**Met2 routing**

Drawn at 2 px/µm. Cells faint in the background.
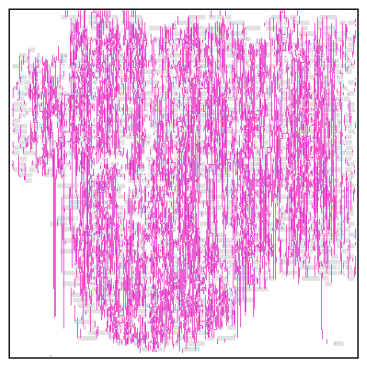
**Layout detail**

Region (120, 120) to (140, 140) µm. Cells in grey, sequential cells in the stronger grey; small squares are vias.
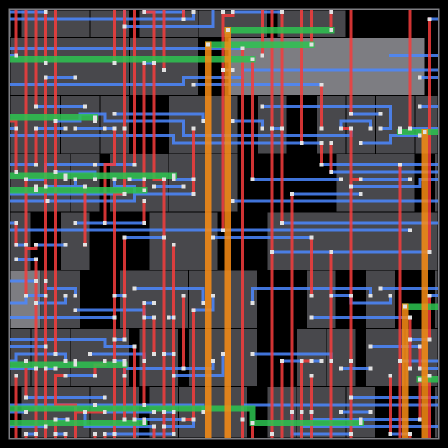
**Clock nets**

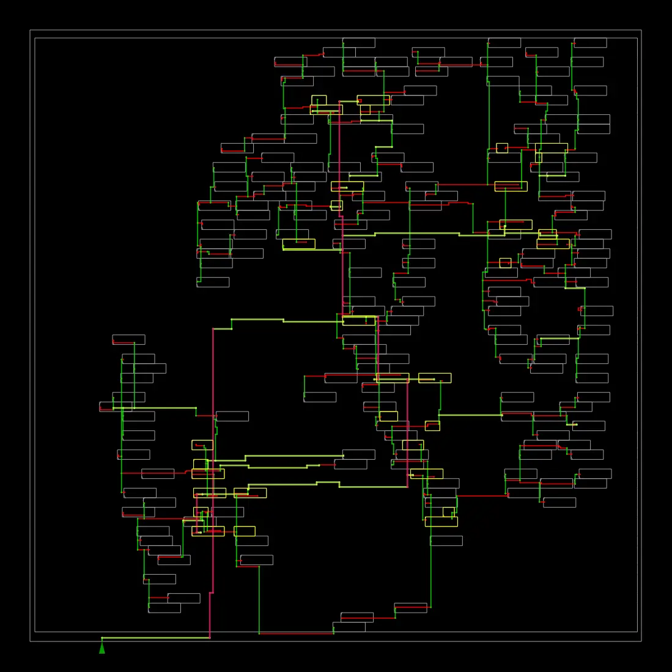
**I/O nets highlighted**

Drawn at 2 px/µm.
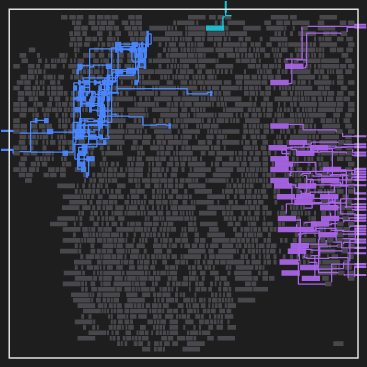
==> config.mk <==
export PLATFORM = sky130hd
export DESIGN_NAME = mul_div_unit_flat
export DESIGN_NICKNAME = d
export VERILOG_FILES = /design/src/rtl/mul_div_if.sv /design/src/rtl/mul_div_unit.sv /design/src/flat_wrapper.sv
export SDC_FILE = /design/constraint.sdc
export NUM_CORES = 1
export LEC_CHECK = 0
export CAP_MARGIN = 20
export CORE_MARGIN = 1
export CORE_UTILIZATION = 50
export DETAILED_ROUTE_END_ITERATION = 16
export GPL_ROUTABILITY_DRIVEN = 0
export GPL_TIMING_DRIVEN = 0
export PLACE_DENSITY = 0.81
export SETUP_SLACK_MARGIN = 0.5
export SLEW_MARGIN = 10
export SYNTH_ARGS = -nofsm -noshare
export SYNTH_HDL_FRONTEND = slang
export SYNTH_SLANG_ARGS = --single-unit
==> constraint.sdc <==
create_clock -name clk -period 10 [get_ports clk]
set_input_delay 2 -clock clk [delete_from_list [all_inputs] [get_ports clk]]
set_output_delay 2 -clock clk [all_outputs]
set_load 0.01 [all_outputs]
==> src/rtl/mul_div_if.sv <==
// Controller <-> multiply/divide unit bundle: request side, MTHI/MTLO writes,
// status pulses and the architectural HI/LO registers.
interface mul_div_if;
    logic        start;
    logic [1:0]  op;
    logic [31:0] a;
    logic [31:0] b;
    logic        hi_we;
    logic        lo_we;
    logic [31:0] wdata;
    logic        busy;
    logic        done;
    logic        div_zero;
    logic [31:0] hi;
    logic [31:0] lo;

    // Controller side
    modport master (
        output start, op, a, b, hi_we, lo_we, wdata,
        input  busy, done, div_zero, hi, lo
    );

    // Unit side
    modport slave (
        input  start, op, a, b, hi_we, lo_we, wdata,
        output busy, done, div_zero, hi, lo
    );
endinterface

==> src/rtl/mul_div_unit.sv <==
// Iterative HI/LO unit for MULT/MULTU/DIV/DIVU plus MTHI/MTLO.
// Works on operand magnitudes for 32 shift-add / restoring-divide steps,
// then applies sign correction and writes HI/LO in a final FIX cycle.
module mul_div_unit (
    input  logic      clk,
    input  logic      rst_n,
    mul_div_if.slave  bus
);

    typedef enum logic [1:0] {StIdle, StCalc, StFix} state_e;

    state_e      state_q, state_d;
    logic [4:0]  cnt_q, cnt_d;
    logic        is_div_q, is_div_d;     // only op[1] matters after sign flags are folded in
    logic        neg_res_q, neg_res_d;   // negate product / quotient
    logic        neg_rem_q, neg_rem_d;   // negate remainder (dividend was negative)
    logic [31:0] opnd_q, opnd_d;         // multiplicand or divisor magnitude
    logic [63:0] acc_q, acc_d;           // mul: {partial, multiplier}; div: {rem, dividend/quot}
    logic [31:0] hi_q, hi_d;
    logic [31:0] lo_q, lo_d;
    logic        done_q, done_d;
    logic        dz_q, dz_d;
    logic        busy_q, busy_d;

    logic        in_div, in_signed;
    logic [31:0] mag_a, mag_b;
    logic [32:0] mul_sum;
    logic [63:0] mul_next;
    logic [32:0] div_shift;
    logic [32:0] div_diff;
    logic [63:0] div_next;
    logic [63:0] prod_fix;

    // One iteration step for each operation, plus input magnitudes.
    always_comb begin
        in_div    = bus.op[1];
        in_signed = bus.op[0];
        mag_a     = (in_signed && bus.a[31]) ? (32'd0 - bus.a) : bus.a;
        mag_b     = (in_signed && bus.b[31]) ? (32'd0 - bus.b) : bus.b;

        // Shift-add: add multiplicand into the upper half when the multiplier LSB is set
        mul_sum   = {1'b0, acc_q[63:32]} + (acc_q[0] ? {1'b0, opnd_q} : 33'd0);
        mul_next  = {mul_sum, acc_q[31:1]};

        // Restoring division: bit 32 of the difference is the borrow
        div_shift = {acc_q[63:32], acc_q[31]};
        div_diff  = div_shift - {1'b0, opnd_q};
        if (div_diff[32]) begin
            div_next = {div_shift[31:0], acc_q[30:0], 1'b0};
        end else begin
            div_next = {div_diff[31:0], acc_q[30:0], 1'b1};
        end

        prod_fix  = neg_res_q ? (64'd0 - acc_q) : acc_q;
    end

    // Next-state and datapath control.
    always_comb begin
        state_d   = state_q;
        cnt_d     = cnt_q;
        is_div_d  = is_div_q;
        neg_res_d = neg_res_q;
        neg_rem_d = neg_rem_q;
        opnd_d    = opnd_q;
        acc_d     = acc_q;
        hi_d      = hi_q;
        lo_d      = lo_q;
        done_d    = 1'b0;
        dz_d      = 1'b0;

        unique case (state_q)
            StIdle: begin
                // MTHI/MTLO land now even if a start is accepted; FIX overwrites later
                if (bus.hi_we) hi_d = bus.wdata;
                if (bus.lo_we) lo_d = bus.wdata;
                if (bus.start) begin
                    if (in_div && (bus.b == 32'd0)) begin
                        done_d = 1'b1;
                        dz_d   = 1'b1;
                    end else begin
                        is_div_d  = in_div;
                        neg_res_d = in_signed & (bus.a[31] ^ bus.b[31]);
                        neg_rem_d = in_signed & bus.a[31];
                        opnd_d    = in_div ? mag_b : mag_a;
                        acc_d     = {32'd0, in_div ? mag_a : mag_b};
                        cnt_d     = 5'd0;
                        state_d   = StCalc;
                    end
                end
            end
            StCalc: begin
                acc_d = is_div_q ? div_next : mul_next;
                cnt_d = cnt_q + 5'd1;
                if (cnt_q == 5'd31) state_d = StFix;
            end
            StFix: begin
                if (is_div_q) begin
                    lo_d = neg_res_q ? (32'd0 - acc_q[31:0])  : acc_q[31:0];
                    hi_d = neg_rem_q ? (32'd0 - acc_q[63:32]) : acc_q[63:32];
                end else begin
                    hi_d = prod_fix[63:32];
                    lo_d = prod_fix[31:0];
                end
                done_d  = 1'b1;
                state_d = StIdle;
            end
            default: state_d = StIdle;
        endcase

        busy_d = (state_d != StIdle);
    end

    // State and result registers; reset aborts any operation in flight.
    always_ff @(posedge clk or negedge rst_n) begin
        if (!rst_n) begin
            state_q   <= StIdle;
            cnt_q     <= 5'd0;
            is_div_q  <= 1'b0;
            neg_res_q <= 1'b0;
            neg_rem_q <= 1'b0;
            opnd_q    <= 32'd0;
            acc_q     <= 64'd0;
            hi_q      <= 32'd0;
            lo_q      <= 32'd0;
            done_q    <= 1'b0;
            dz_q      <= 1'b0;
            busy_q    <= 1'b0;
        end else begin
            state_q   <= state_d;
            cnt_q     <= cnt_d;
            is_div_q  <= is_div_d;
            neg_res_q <= neg_res_d;
            neg_rem_q <= neg_rem_d;
            opnd_q    <= opnd_d;
            acc_q     <= acc_d;
            hi_q      <= hi_d;
            lo_q      <= lo_d;
            done_q    <= done_d;
            dz_q      <= dz_d;
            busy_q    <= busy_d;
        end
    end

    assign bus.busy     = busy_q;
    assign bus.done     = done_q;
    assign bus.div_zero = dz_q;
    assign bus.hi       = hi_q;
    assign bus.lo       = lo_q;

endmodule

==> src/flat_wrapper.sv <==
// flat-port wrapper written by rule: the top's interface ports become plain ports
module mul_div_unit_flat 
  (clk, rst_n, bus_start, bus_op, bus_a, bus_b, bus_hi_we, bus_lo_we, bus_wdata, bus_busy, bus_done, bus_div_zero, bus_hi, bus_lo);
  mul_div_if bus_i ();
  input  logic clk;
  input  logic rst_n;
  input wire logic [$bits(bus_i.start)-1:0] bus_start;
  input wire logic [$bits(bus_i.op)-1:0] bus_op;
  input wire logic [$bits(bus_i.a)-1:0] bus_a;
  input wire logic [$bits(bus_i.b)-1:0] bus_b;
  input wire logic [$bits(bus_i.hi_we)-1:0] bus_hi_we;
  input wire logic [$bits(bus_i.lo_we)-1:0] bus_lo_we;
  input wire logic [$bits(bus_i.wdata)-1:0] bus_wdata;
  output wire logic [$bits(bus_i.busy)-1:0] bus_busy;
  output wire logic [$bits(bus_i.done)-1:0] bus_done;
  output wire logic [$bits(bus_i.div_zero)-1:0] bus_div_zero;
  output wire logic [$bits(bus_i.hi)-1:0] bus_hi;
  output wire logic [$bits(bus_i.lo)-1:0] bus_lo;
  assign bus_i.start = bus_start;
  assign bus_i.op = bus_op;
  assign bus_i.a = bus_a;
  assign bus_i.b = bus_b;
  assign bus_i.hi_we = bus_hi_we;
  assign bus_i.lo_we = bus_lo_we;
  assign bus_i.wdata = bus_wdata;
  assign bus_busy = bus_i.busy;
  assign bus_done = bus_i.done;
  assign bus_div_zero = bus_i.div_zero;
  assign bus_hi = bus_i.hi;
  assign bus_lo = bus_i.lo;
  mul_div_unit u_core (.clk(clk), .rst_n(rst_n), .bus(bus_i));
endmodule
==> flow_summary.json <==
{
  "dp_slack_ns": 3.97,
  "crit_family": "simple AND/OR/NAND/NOR gates",
  "setup_slack_ns": 4.31,
  "post_cts_buffers": 0,
  "grt_overflow": 0,
  "yosysMostFrequentCell": "nand2_1",
  "wl_um": 53000,
  "m1WireLength_um": 20500,
  "mostFrequentLayoutCell": "nand2_1",
  "arrival_ns": 6.02,
  "power_mw": 6.70,
  "clk_pin_slew_ns": 0.08,
  "core_mm2": 0.0289,
  "n_antenna_cell": 0,
  "route.detailed.drc": 0,
  "powerSeq_mw": 1.48,
  "comb-cell-share_pct": 55.5,
  "final-clk-cell-share_pct": 3.39,
  "synth_seq_share_pct": 29.4,
  "syn_inst": 1899,
  "finalCritPeriodShare_pct": 56.9,
  "status": "complete, no violations",
  "placed_area_mm2": 0.0169,
  "cts_root_buf": "clkbuf_16",
  "grt_pass1_vias": 14900,
  "use_met3_pct": 6.38,
  "cts_tree": "done",
  "comb_power_mw": 4.53,
  "grt_usage_pct": 35.0,
  "r2r_setup_slack_ns": 5.40,
  "syn_avg_cell_area_um2": 7.76,
  "route.met2.wl_um": 22900,
  "grt_max_degree": 94,
  "worst_path_most_repeated_cell": "buf_2",
  "comb_area_mm2": 0.00973,
  "ff_type": "dfrtp_1",
  "nNetsFinal": 2263,
  "setup_viol": 0,
  "io_buffers": 169,
  "grt_pass1_wl_um": 82400,
  "hpwlAfterDp_um": 42100,
  "finalHoldViolations": 0,
  "max-cap-violations": 0,
  "ff_count": 173,
  "crit_type": "primary input to flip-flop"
}
## Picture notes: 'met2 routing'
longest straight run: 84.7 µm
wire length on this layer: 22.9 mm
nets with wire on the layer: 1894
share of all routed wire: 43%
main direction: vertical

## Picture notes: 'layout detail'
[green] metal 3
[red] metal 2
[blue] metal 1
[orange] metal 4
most frequent: nor2_1 (8), xor2_1 (8)
cells with their middle in the window: 41
sequential cells in the window: 1
netlist names of flops here include: u_core.bus.hi (1)

## Picture notes: 'clock nets'
Clock net power: 0.686 mW
clk_lat worst skew: 0.45 ns

## Picture notes: 'I/O nets highlighted'
[blue] bus_op | direction: input | end cells: 101 | buffers: 12 | wire: 1050 µm
[purple] bus_hi | direction: output | end cells: 32 | buffers: 32 | wire: 1140 µm
[cyan] bus_div_zero | direction: output | end cells: 1 | buffers: 1 | wire: 11.4 µm

No activity file was given, so power comes from the tool's default toggle rates.
